===== src/rtl/decode_stage.sv =====
// RV32 instruction-decode stage: decodes RV32I (+ optional M/F) into the control
// bundle and holds it in an output register with valid/ready on both sides.
module decode_stage #(
  parameter int SIGNUM    = 35,
  parameter int XLEN      = 32,
  parameter int EN_M      = 1,
  parameter int EN_F      = 0,
  parameter int DIV_EXTRA = 3
) (
  input  logic              clk,
  input  logic              rstn,
  input  logic              flush,
  input  logic              in_valid,
  output logic              in_ready,
  input  logic [31:0]       instruction,
  input  logic [XLEN-1:0]   in_pc,
  output logic              out_valid,
  input  logic              out_ready,
  output logic [SIGNUM-1:0] out_ctrl,
  output logic [XLEN-1:0]   out_pc,
  output logic [31:0]       out_instr,
  output logic              md_busy
);

  localparam int CNT_W = (DIV_EXTRA > 0) ? $clog2(DIV_EXTRA + 1) : 1;
  localparam logic [CNT_W-1:0] CNT_LOAD = CNT_W'(DIV_EXTRA);

  localparam logic [6:0] OP_R      = 7'b0110011;
  localparam logic [6:0] OP_IMM    = 7'b0010011;
  localparam logic [6:0] OP_BRANCH = 7'b1100011;
  localparam logic [6:0] OP_LOAD   = 7'b0000011;
  localparam logic [6:0] OP_STORE  = 7'b0100011;
  localparam logic [6:0] OP_JAL    = 7'b1101111;
  localparam logic [6:0] OP_JALR   = 7'b1100111;
  localparam logic [6:0] OP_AUIPC  = 7'b0010111;
  localparam logic [6:0] OP_LUI    = 7'b0110111;
  localparam logic [6:0] OP_FLW    = 7'b0000111;
  localparam logic [6:0] OP_FSW    = 7'b0100111;
  localparam logic [6:0] OP_FP     = 7'b1010011;
  localparam logic [6:0] OP_FMADD  = 7'b1000011;
  localparam logic [6:0] OP_FMSUB  = 7'b1000111;
  localparam logic [6:0] OP_FNMSUB = 7'b1001011;
  localparam logic [6:0] OP_FNMADD = 7'b1001111;

  localparam logic [5:0] ALU_SUB  = 6'd0;
  localparam logic [5:0] ALU_ADD  = 6'd1;
  localparam logic [5:0] ALU_AND  = 6'd2;
  localparam logic [5:0] ALU_OR   = 6'd3;
  localparam logic [5:0] ALU_XOR  = 6'd4;
  localparam logic [5:0] ALU_RMV  = 6'd5;
  localparam logic [5:0] ALU_LMV  = 6'd6;
  localparam logic [5:0] ALU_ARMV = 6'd7;
  localparam logic [5:0] ALU_SLT  = 6'd8;
  localparam logic [5:0] ALU_SLTU = 6'd9;

  localparam logic [3:0] JC_NPC   = 4'd0;
  localparam logic [3:0] JC_OFFPC = 4'd1;
  localparam logic [3:0] JC_NEQ   = 4'd2;
  localparam logic [3:0] JC_EQ    = 4'd3;
  localparam logic [3:0] JC_SLT   = 4'd4;
  localparam logic [3:0] JC_ULT   = 4'd5;
  localparam logic [3:0] JC_SGT   = 4'd6;
  localparam logic [3:0] JC_UGT   = 4'd7;
  localparam logic [3:0] JC_JALR  = 4'd8;

  typedef enum logic [1:0] {IDLE, FULL, MDWAIT} state_t;

  typedef struct packed {
    logic [2:0] sr1mux;
    logic [2:0] sr2mux;
    logic [2:0] rfmux;
    logic       rf_sr1mux;
    logic       rf_sr2mux;
    logic [5:0] alumode;
    logic [2:0] mulmode;
    logic       rfi_we;
    logic       rff_we;
    logic       dm_we;
    logic       dm_rd;
    logic [3:0] jump_ctrl;
    logic       illegal;
  } dec_t;

  function automatic logic [5:0] alu_of(input logic [2:0] f3, input logic alt);
    case (f3)
      3'b000:  alu_of = alt ? ALU_SUB : ALU_ADD;
      3'b001:  alu_of = ALU_LMV;
      3'b010:  alu_of = ALU_SLT;
      3'b011:  alu_of = ALU_SLTU;
      3'b100:  alu_of = ALU_XOR;
      3'b101:  alu_of = alt ? ALU_ARMV : ALU_RMV;
      3'b110:  alu_of = ALU_OR;
      default: alu_of = ALU_AND;
    endcase
  endfunction

  logic [6:0] opcode;
  logic [2:0] funct3;
  logic [6:0] funct7;
  dec_t       dec;
  logic       dec_div;
  logic [SIGNUM-1:0] dec_ctrl;

  assign opcode = instruction[6:0];
  assign funct3 = instruction[14:12];
  assign funct7 = instruction[31:25];

  // NOTE: every field gets a default before the case so no path leaves one unassigned (no latch).
  always_comb begin
    dec     = '0;
    dec_div = 1'b0;
    case (opcode)
      OP_R: begin
        if (funct7 == 7'b0000001) begin
          if (EN_M != 0) begin
            dec.rfmux   = 3'b011;
            dec.mulmode = funct3;
            dec.alumode = ALU_ADD;
            dec.rfi_we  = 1'b1;
            dec_div     = funct3[2];
          end else begin
            dec.illegal = 1'b1;
          end
        end else if (funct7 == 7'b0000000 ||
                     (funct7 == 7'b0100000 && (funct3 == 3'b000 || funct3 == 3'b101))) begin
          dec.alumode = alu_of(funct3, funct7[5]);
          dec.rfi_we  = 1'b1;
        end else begin
          dec.illegal = 1'b1;
        end
      end
      OP_IMM: begin
        dec.sr2mux  = 3'b001;
        dec.rfi_we  = 1'b1;
        dec.alumode = alu_of(funct3, (funct3 == 3'b101) && instruction[30]);
        if (funct3 == 3'b001 && instruction[31:26] != 6'b000000)
          dec.illegal = 1'b1;
        if (funct3 == 3'b101 && instruction[31:26] != 6'b000000 &&
            instruction[31:26] != 6'b010000)
          dec.illegal = 1'b1;
      end
      OP_BRANCH: begin
        dec.alumode = ALU_SUB;
        case (funct3)
          3'b000:  dec.jump_ctrl = JC_EQ;
          3'b001:  dec.jump_ctrl = JC_NEQ;
          3'b100:  dec.jump_ctrl = JC_SLT;
          3'b101:  dec.jump_ctrl = JC_SGT;
          3'b110:  dec.jump_ctrl = JC_ULT;
          3'b111:  dec.jump_ctrl = JC_UGT;
          default: dec.illegal   = 1'b1;
        endcase
      end
      OP_LOAD: begin
        dec.sr2mux  = 3'b001;
        dec.alumode = ALU_ADD;
        dec.rfmux   = 3'b010;
        dec.dm_rd   = 1'b1;
        dec.rfi_we  = 1'b1;
      end
      OP_STORE: begin
        dec.sr2mux  = 3'b001;
        dec.alumode = ALU_ADD;
        dec.dm_we   = 1'b1;
      end
      OP_JAL, OP_JALR: begin
        dec.sr2mux    = 3'b001;
        dec.alumode   = ALU_ADD;
        dec.rfmux     = 3'b001;
        dec.rfi_we    = 1'b1;
        dec.jump_ctrl = (opcode == OP_JAL) ? JC_OFFPC : JC_JALR;
      end
      OP_AUIPC, OP_LUI: begin
        dec.sr1mux  = (opcode == OP_AUIPC) ? 3'b001 : 3'b010;
        dec.sr2mux  = 3'b001;
        dec.alumode = ALU_ADD;
        dec.rfi_we  = 1'b1;
      end
      OP_FLW: begin
        if (EN_F != 0) begin
          dec.sr2mux  = 3'b001;
          dec.alumode = ALU_ADD;
          dec.rfmux   = 3'b010;
          dec.dm_rd   = 1'b1;
          dec.rff_we  = 1'b1;
        end else begin
          dec.illegal = 1'b1;
        end
      end
      OP_FSW: begin
        if (EN_F != 0) begin
          dec.sr2mux    = 3'b001;
          dec.alumode   = ALU_ADD;
          dec.rf_sr2mux = 1'b1;
          dec.dm_we     = 1'b1;
        end else begin
          dec.illegal = 1'b1;
        end
      end
      OP_FP, OP_FMADD, OP_FMSUB, OP_FNMSUB, OP_FNMADD: begin
        if (EN_F != 0) begin
          dec.rfmux     = 3'b100;
          dec.rf_sr1mux = 1'b1;
          dec.rf_sr2mux = 1'b1;
          dec.rff_we    = 1'b1;
        end else begin
          dec.illegal = 1'b1;
        end
      end
      default: dec.illegal = 1'b1;
    endcase

    // An illegal word must not write anything or redirect the PC; an all-zero word is a bubble.
    if (dec.illegal) begin
      dec         = '0;
      dec.illegal = 1'b1;
      dec_div     = 1'b0;
    end
    if (instruction == 32'h0000_0000) begin
      dec     = '0;
      dec_div = 1'b0;
    end
  end

  always_comb begin
    dec_ctrl        = '0;
    dec_ctrl[2:0]   = dec.sr1mux;
    dec_ctrl[5:3]   = dec.sr2mux;
    dec_ctrl[8:6]   = dec.rfmux;
    dec_ctrl[9]     = dec.rf_sr1mux;
    dec_ctrl[10]    = dec.rf_sr2mux;
    dec_ctrl[19:14] = dec.alumode;
    dec_ctrl[22:20] = dec.mulmode;
    dec_ctrl[24]    = dec.rfi_we;
    dec_ctrl[25]    = dec.rff_we;
    dec_ctrl[27]    = dec.dm_we;
    dec_ctrl[28]    = dec.dm_rd;
    dec_ctrl[33:30] = dec.jump_ctrl;
    dec_ctrl[34]    = dec.illegal;
  end

  state_t           state, state_nxt;
  logic [CNT_W-1:0] cnt, cnt_nxt;
  logic             accept;

  assign in_ready  = !flush && (state == IDLE || (state == FULL && out_ready));
  assign accept    = in_valid && in_ready;
  assign out_valid = (state == FULL);
  assign md_busy   = (state == MDWAIT);

  always_comb begin
    state_nxt = state;
    cnt_nxt   = cnt;
    case (state)
      IDLE, FULL: begin
        if (accept) begin
          if (dec_div && DIV_EXTRA > 0) begin
            state_nxt = MDWAIT;
            cnt_nxt   = CNT_LOAD;
          end else begin
            state_nxt = FULL;
          end
        end else if (state == FULL && out_ready) begin
          state_nxt = IDLE;
        end
      end
      MDWAIT: begin
        if (cnt == '0) state_nxt = FULL;
        else           cnt_nxt   = cnt - CNT_W'(1);
      end
      default: state_nxt = IDLE;
    endcase
    if (flush) begin
      state_nxt = IDLE;
      cnt_nxt   = '0;
    end
  end

  // NOTE: sequential state uses non-blocking assignments so all registers update together.
  always_ff @(posedge clk or negedge rstn) begin
    if (!rstn) begin
      state <= IDLE;
      cnt   <= '0;
    end else begin
      state <= state_nxt;
      cnt   <= cnt_nxt;
    end
  end

  // NOTE: the output data registers are reset so downstream never sees X, even with valid low.
  always_ff @(posedge clk or negedge rstn) begin
    if (!rstn) begin
      out_ctrl  <= '0;
      out_pc    <= '0;
      out_instr <= '0;
    end else if (accept) begin
      out_ctrl  <= dec_ctrl;
      out_pc    <= in_pc;
      out_instr <= instruction;
    end
  end

endmodule

===== config.mk =====
export PLATFORM = sky130hd
export DESIGN_NAME = decode_stage
export DESIGN_NICKNAME = d
export VERILOG_FILES = /design/src/rtl/decode_stage.sv
export SDC_FILE = /design/constraint.sdc
export NUM_CORES = 1
export LEC_CHECK = 0
export CAP_MARGIN = 0
export CORE_MARGIN = 1.5
export CORE_UTILIZATION = 47
export CTS_BUF_LIST = sky130_fd_sc_hd__clkbuf_2
export DETAILED_ROUTE_END_ITERATION = 10
export PLACE_DENSITY = 0.88
export SLEW_MARGIN = 0
export SYNTH_ARGS = -nofsm -noshare
export SYNTH_HDL_FRONTEND = slang
export SYNTH_SLANG_ARGS = --single-unit

===== constraint.sdc =====
create_clock -name clk -period 5.3 [get_ports clk]
set_input_delay 1.06 -clock clk [delete_from_list [all_inputs] [get_ports clk]]
set_output_delay 1.06 -clock clk [all_outputs]
set_load 0.02 [all_outputs]

==> flow_summary.yaml, run 1 <==
# yosys + openroad results
routing:
  antenna_violating_nets_post_route: 0
  route.detailed.drc: 0
  wirelength_met1_mm: 4.54
  wire_per_inst_um: 15.1
  met3_wirelength_um: 808
outcome:
  status: "completed"
placement:
  detailedPlacementHpwl_mm: 7.68
  post-place-ws_ns: 1.62
  gpl.final_weighted_congestion: 0.905
  dp_cells: 679
  numPortBuffers: 155
hold_path:
  hold_path_depth: 2
cts:
  cts_resized: 0
  root_buffer: "clkbuf_2"
  htree_levels: 3
  worst_setup_hold_path_clk_slew_ns: 0.20
  cts_tree: "yes"
  cts_inserted_buffers: 9
  worstSkewPairLatency_ns: 0.52
  post_cts.repair.setup_buffers: 0
  post_cts_hold_buffer_count: 0
  clock_tree.buffer_depth: 2
  clkSinkCount: 88
finish:
  layoutNonFillerInstCount: 695
  signal_buffer_area_fraction_pct: 27.8
  most-common-layout-cells: "nand2_1, clkdlybuf4s50_1, dfrtp_1, conb_1, o21ai_0"
  multiInputGateArea_sq_um: 1570
  most_common_cell_after_layout_fill_and_taps_aside: "nand2_1"
  final-seq-area_sq_um: 2200
  n_fill_cell: 666
  nonClockInverterCount: 8
  logic_gate_count: 321
  nFlopsAndLatches: 88
  stdcell_area_sq_um: 5630
  area_growth_syn_to_layout_pct: 41.4
  finalCoreUtilization_pct: 68.5
  combAreaFraction_pct: 27.8
  seq_area_share_pct: 39.1
  final_layout_size_suffix_gt1_share_pct: 6.27
  finish.net_count: 655
logic_synthesis:
  synthArstFlopShare_pct: 100
  post-synth-top-area-fraction_pct: 55.3
  top_cells_by_area: "dfrtp_1, nand2_1, buf_4"
  synthDominantAreaCellType: "dfrtp_1"
  synthDistinctLibCells: 48
  ys_warn_count: 0
  synthesis.area_per_instance_sq_um: 9.07
  synth_seq_share_pct: 55.3
  netlist_area_sq_um: 3980
  post_synth_area_from_yosys_stat_sq_um: 3980
  postSynthCellCount: 439
  ys_cells: 439
  dominantRegCellSynth: "dfrtp_1"
floorplanning:
  dieArea_sq_um: 9030
  floorplanUtilization_pct: 48.5
  rows: 33
  die_height_um: 95.1
  chipWidth_um: 95.1
  design.core.area_sq_um: 8220
  num_tap_cells: 105
worst_setup_path:
  cp_max_fo: 3
  critical-path-max-stage-delay_ns: 0.67
  critical_path.startpoint_type: "primary input"
  critical_path_required_ns: 4.24
  worstSetupEndpointType: "output port"
  master_of_the_slowest_instance_on_the_critical_path: "clkdlybuf4s50_1"
  worst-setup-path-type: "in -> out"
sta:
  final.hold.worst_slack_ns: 0.505
  setup_tns_ns: 0
  report.final.hold_viol_count: 0
  finalSetupViolations: 0
  slew_headroom_pct: 27.8
  timing.clock.skew_ns: 0.0425
  setup_repair_after_global_routing_missed_its_margin: "false"
  postLayoutSetupSlackWorst_ns: 1.61
power_and_ir_drop:
  static_leak_uw: 0.00265
  total_power_uw: 1600
  vdd.ir_drop.worst_v: 0.000166
grt:
  track_usage_pct: 24.1
  grt_overflow_total: 0
  grt_max_degree: 89
  grt_pass1_vias: 3459
[run 1: cell families (layout without fill, tap and decap cells)]
kind of cell	after synthesis	in the layout	share of synthesized area (%)
simple gates	252	252	27.1
buf+inv	44	181	6.69
xor+xnor	1	1	0.220
fa+ha+maj	1	1	0.314
other cells	1	15	0.0942
compound gates	52	52	10.3
flops	88	88	55.3
[run 1: layer usage]
layer  vias to the layer above  GRT usage (%)
met5                         -              0
met4                         0           9.45
met1                      1716           32.2
met2                       158           37.9
met3                        17           6.06
li1                       1703              -
[run 1: report_power, final]
| part | switching, uW | internal [uW] |
|---|---|---|
| clock | 221 | 161 |
| combinational | 238 | 203 |
| sequential | 39.4 | 742 |
[run 1: path summary, 6_finish.rpt]
kind,from,to,slack (ns)
worst max-delay path,out_ready,in_ready,1.61
worst min-delay path,out_instr[16],out_instr[16],0.50
worst max register to register,state[1],out_ctrl[22],3.01
worst min register to register,out_instr[16],out_instr[16],0.50
max in group asynchronous,rstn,state[0],3.90
min in group asynchronous,rstn,out_instr[24],0.69
[run 1: synthesized netlist by cell type (2+ instances only)]
library cell	n
nand2_1	198
a221oi_1	2
nand3_1	7
a32o_1	7
buf_4	16
nor2_1	8
a211o_1	2
a22o_1	5
a211oi_1	3
o21ai_0	14
nor4_1	5
buf_6	4
nor2b_1	4
nand3b_1	2
or2_2	4
nor3_1	9
clkbuf_1	13
and2_1	3
a21oi_1	8
a22o_2	3
inv_1	8
dfrtp_1	88
[run 1: registers in the layout (all words and copies together) (netlist names)]
signal	flops
cnt	2
out_ctrl	20
out_instr	32
out_pc	32
state	2
[run 1: worst max-delay path: cells and delay by family]
kind / cells / cell delay, ns
buffers and inverters: 3 / 1.21
AND-OR/OR-AND: 1 / 0.36
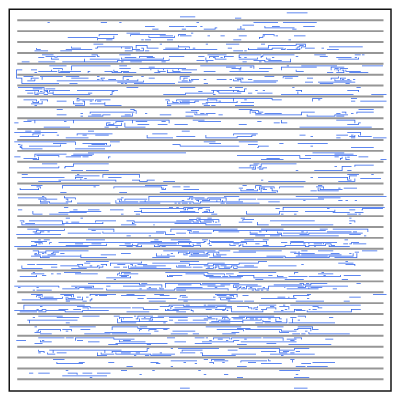
Fig. 1. Signal wires on met1 (run 1).
(4 px per um) Supply wires on this layer in gray.
share of all routed wire: 43%
wire length on this layer: 4540 um
longest straight run: 36.3 um
nets with wire on the layer: 553
met1 GRT Util: 32.2%
via count: 3594
post-detailed-routing wire length: 10.5 mm

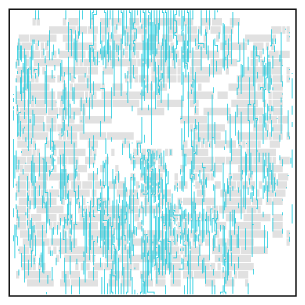
Fig. 2. Metal 2 (run 1).
(3 px per um) Cells faint in the background.
nets with wire on the layer: 553
wire length on this layer: 4950 um
main direction: vertical
longest straight run: 29.2 um
share of all routed wire: 47%
met2 demand-to-capacity share in global routing: 37.9%

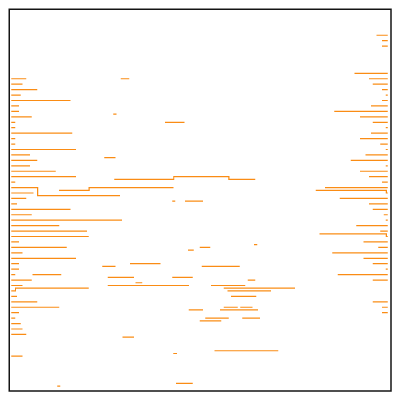
Fig. 3. M3 wires (run 1).
(4 px per um)
longest straight run: 27.4 um
share of all routed wire: 7.7%
main direction: horizontal
met3 GRT Util: 6.06%

Fig. 4: run 1, cell outlines without signal wires
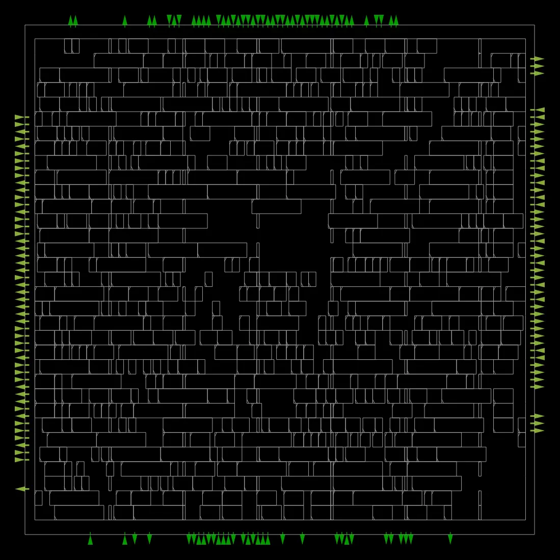

## Run 2: what changed since run 1
- CORE_UTILIZATION: 47 -> 44
- PLACE_DENSITY: 0.88 -> 0.83
- clock period: 5.3 -> 3.9 ns (I/O delays scaled with it)
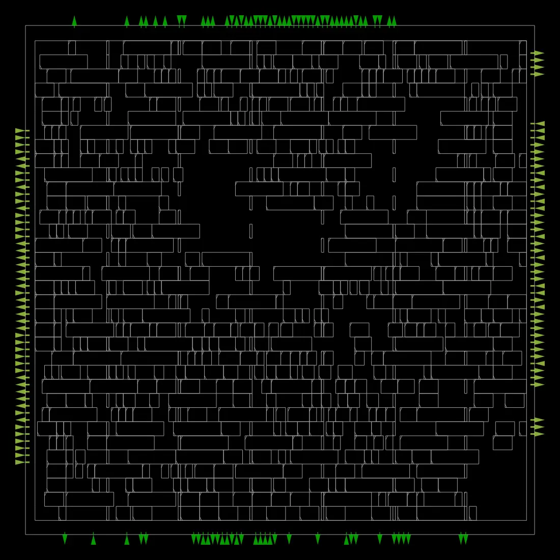
Fig. 5. Cell outlines without signal wires (run 2).
core utilization of the finished layout: 64.2%
sequential cell count of the final layout: 88
filler cell count: 743
fraction of standard cell area that is sequential: 39.1%

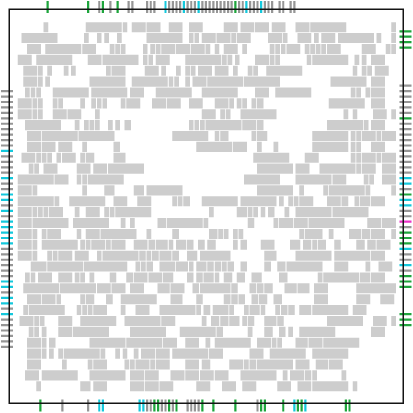
Fig. 6. I/O pins on the die edge (run 2).
(4 px per um) Pins as bars across the die edge, other pins in gray.
[out_ctrl] green | pins: 35 | direction: output | edge: 15 bottom, 15 right, 5 top
[out_valid] magenta | pins: 1 | direction: output | edge: right
[out_instr] cyan | pins: 32 | direction: output | edge: 15 left, 6 right, 6 bottom, 5 top
Die X-Extent: 98.1 um
number of buffers inserted by port buffering: 155
DIE HEIGHT: 98.1 um

==> run 2 against run 1 <==
Critical path depth shrank 1; global-route usage shrank 0.92 points; sequential power grew 36%; combinational power grew 36%; worst setup slack lost 0.90 ns; cell count grew 0.72%; hold slack lost 0.096 ns; critical path type unchanged; largest power group unchanged.
==> flow_summary.yaml, run 2 <==
# yosys + openroad results
outcome:
  status: "completed"
routing:
  avgViaCountPerCell: 5.05
  route.detailed.drc: 0
  wire_per_inst_um: 15.3
  antenna_violating_nets_post_route: 0
finish:
  num_antenna_cells: 0
  most-common-layout-cells: "nand2_1, clkdlybuf4s50_1, dfrtp_1, conb_1, o21ai_0"
  area_growth_syn_to_layout_pct: 41.3
  final-seq-area_sq_um: 2200
  final_layout_size_suffix_gt1_share_pct: 6.42
  finish.net_count: 657
  largest_registers: "out_instr x32, out_pc x32, out_ctrl x20"
  multiInputGateArea_sq_um: 1570
  most_common_cell_after_layout_fill_and_taps_aside: "nand2_1"
worst_setup_path:
  endpoint: "in_ready"
  worst-setup-path-type: "in -> out"
  r2r_end: "cnt[1]"
  setup.worst_path.start: "flush"
  reg2reg_setup_slack_ns: 1.72
  worstSetupEndpointType: "output port"
  reg2reg_from: "state[0]"
  critical_path.startpoint_type: "primary input"
  critical_path_required_ns: 3.12
  cp_max_fo: 6
logic_synthesis:
  ys_warn_count: 0
  synth.cellmix.xorXnorShare_pct: 0.220
  ys_cells: 439
  synth_seq_share_pct: 55.3
  post_synth_area_from_yosys_stat_sq_um: 3980
  post_synth_and_or_nand_nor_area_fraction_pct: 27.0
  ys_sh_aoi_pct: 10.3
  synthDominantAreaCellType: "dfrtp_1"
  synthArstFlopShare_pct: 100
  dominantRegCellSynth: "dfrtp_1"
  post-synth-top-area-fraction_pct: 55.3
  count_of_library_flops_with_an_enable_pin: 0
  netlist_area_sq_um: 3980
  synthDistinctLibCells: 48
  top_cells_by_area: "dfrtp_1, nand2_1, buf_4"
  yosys.cell_count.top_type: "nand2_1"
  synthesis.area_per_instance_sq_um: 9.07
  ys_ff: 88
  postSynthCellCount: 439
  yosys-dominant-comb-family: "simple AND/OR/NAND/NOR gates"
  ys_top_cells_by_count: "nand2_1, dfrtp_1, buf_4"
  yosys-mux-area-fraction_pct: 0
  synth.cellmix.adderShare_pct: 0.314
power_and_ir_drop:
  power_per_cell_area_nw_per_um2: 377
  relative_contribution_of_sequential_cells_to_total_power_pct: 50.0
  clockPowerShare_pct: 21.6
  static_leak_uw: 0.00264
  netSwitchingPower_uw: 689
  power.switching_fraction_pct: 32.5
  p_comb_share_pct: 28.3
  total_power_uw: 2120
  vdd.ir_drop.worst_v: 0.000269
  p_int_uw: 1430
floorplanning:
  rows: 34
  design.core.area_sq_um: 8760
  floorplanUtilization_pct: 45.4
  boundaryPins: 171
  dieArea_sq_um: 9630
sta:
  finalSetupViolations: 0
  timing.clock.skew_ns: 0.0406
  setup_tns_ns: 0
  report.final.hold_viol_count: 0
  setup_repair_after_global_routing_missed_its_margin: "false"
  post-route-period-util_pct: 81.6
  slew_headroom_pct: 28.6
cts:
  cts_tree: "yes"
  cts_resized: 0
  post_cts_hold_buffer_count: 0
  root_buffer: "clkbuf_2"
  worst_setup_hold_path_clk_slew_ns: 0.24
  worstSkewPairLatency_ns: 0.51
  clkSinkCount: 88
  cts_inserted_buffers: 9
  clock_tree.buffer_depth: 2
  post_cts.repair.setup_buffers: 0
  htree_levels: 3
grt:
  track_usage_pct: 23.2
  grt_max_degree: 89
  grt_pass1_vias: 3616
  grt_overflow_total: 0
  antenna_found_initial: 0
job:
  log.warning_count: 26
  drv_cap: 0
placement:
  gpl.final_weighted_congestion: 0.959
  detailedPlacementHpwl_mm: 7.84
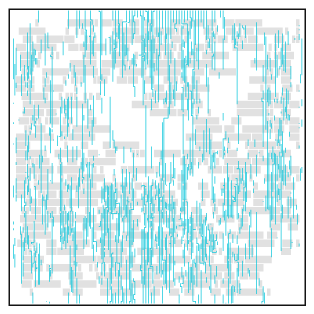
Fig. 7. Metal 2 (run 2).
(3 px per um) Cells faint in the background.
wire length on this layer: 4990 um
longest straight run: 30.9 um
nets with wire on the layer: 558
share of all routed wire: 47%
met2 demand-to-capacity share in global routing: 35.8%
via count: 3537
post-detailed-routing wire length: 10.7 mm

run 2: worst min path at each step:
stage	startpoint	to	cells past startpoint	slack (ns)
detailed placement	out_instr[6]	out_instr[6]	2	0.46
global route	rstn	out_instr[19]	1	0.44
global placement	out_pc[8]	out_pc[8]	2	0.46
CTS	rstn	out_pc[6]	1	0.44
floorplan	rstn	cnt[0]	0	0.48
finish	rstn	out_instr[24]	1	0.41
run 2: layout make-up:
| cell class | instances | share of cell area, % |
|---|---|---|
| well taps | 108 | 2.40 |
| clock inverters | 7 | 1.24 |
| multi-input cells | 321 | 27.8 |
| flip-flops and latches | 88 | 39.1 |
| inverters | 8 | 0.534 |
| clock buffers | 9 | 0.800 |
| repair buffers | 159 | 28.1 |
run 2: worst max-delay path, cell delays in order:
cell	delay, ns
clkdlybuf4s50_1	0.56
a211oi_1	0.38
clkdlybuf4s50_1	0.68
run 2: metal layers:
layer	track usage, %	share of wire [%]
met4	6.18	0.99
met2	35.8	47
met1	31.8	44
met5	0	0
met3	7.52	8.5
run 2: power by group through the flow:
stage	clock network (uW)	logic, uW	registers [uW]
after floorplan	0	163	1200
after global placement	0	595	1070
after detailed placement	0	604	1080
after global routing	521	650	1080
after CTS	478	606	1060
final	459	601	1060
run 2: through the flow:
stage / utilization (%) / setup WS [ns] / area (sq um) / std cells / hold WS [ns]
3_5_place_dp: 62.9 / 0.661 / 5510 / 684 / 0.463
5_1_grt: 64.2 / 0.598 / 5630 / 700 / 0.444
2_1_floorplan: - / 1.28 / 4040 / 453 / 0.484
4_1_cts: 64.2 / 0.694 / 5630 / 700 / 0.436
3_3_place_gp: 62.9 / 0.714 / 5510 / 684 / 0.458
6_report: 64.2 / 0.717 / 5630 / 700 / 0.409
Power is estimated from default activity; no workload was simulated.
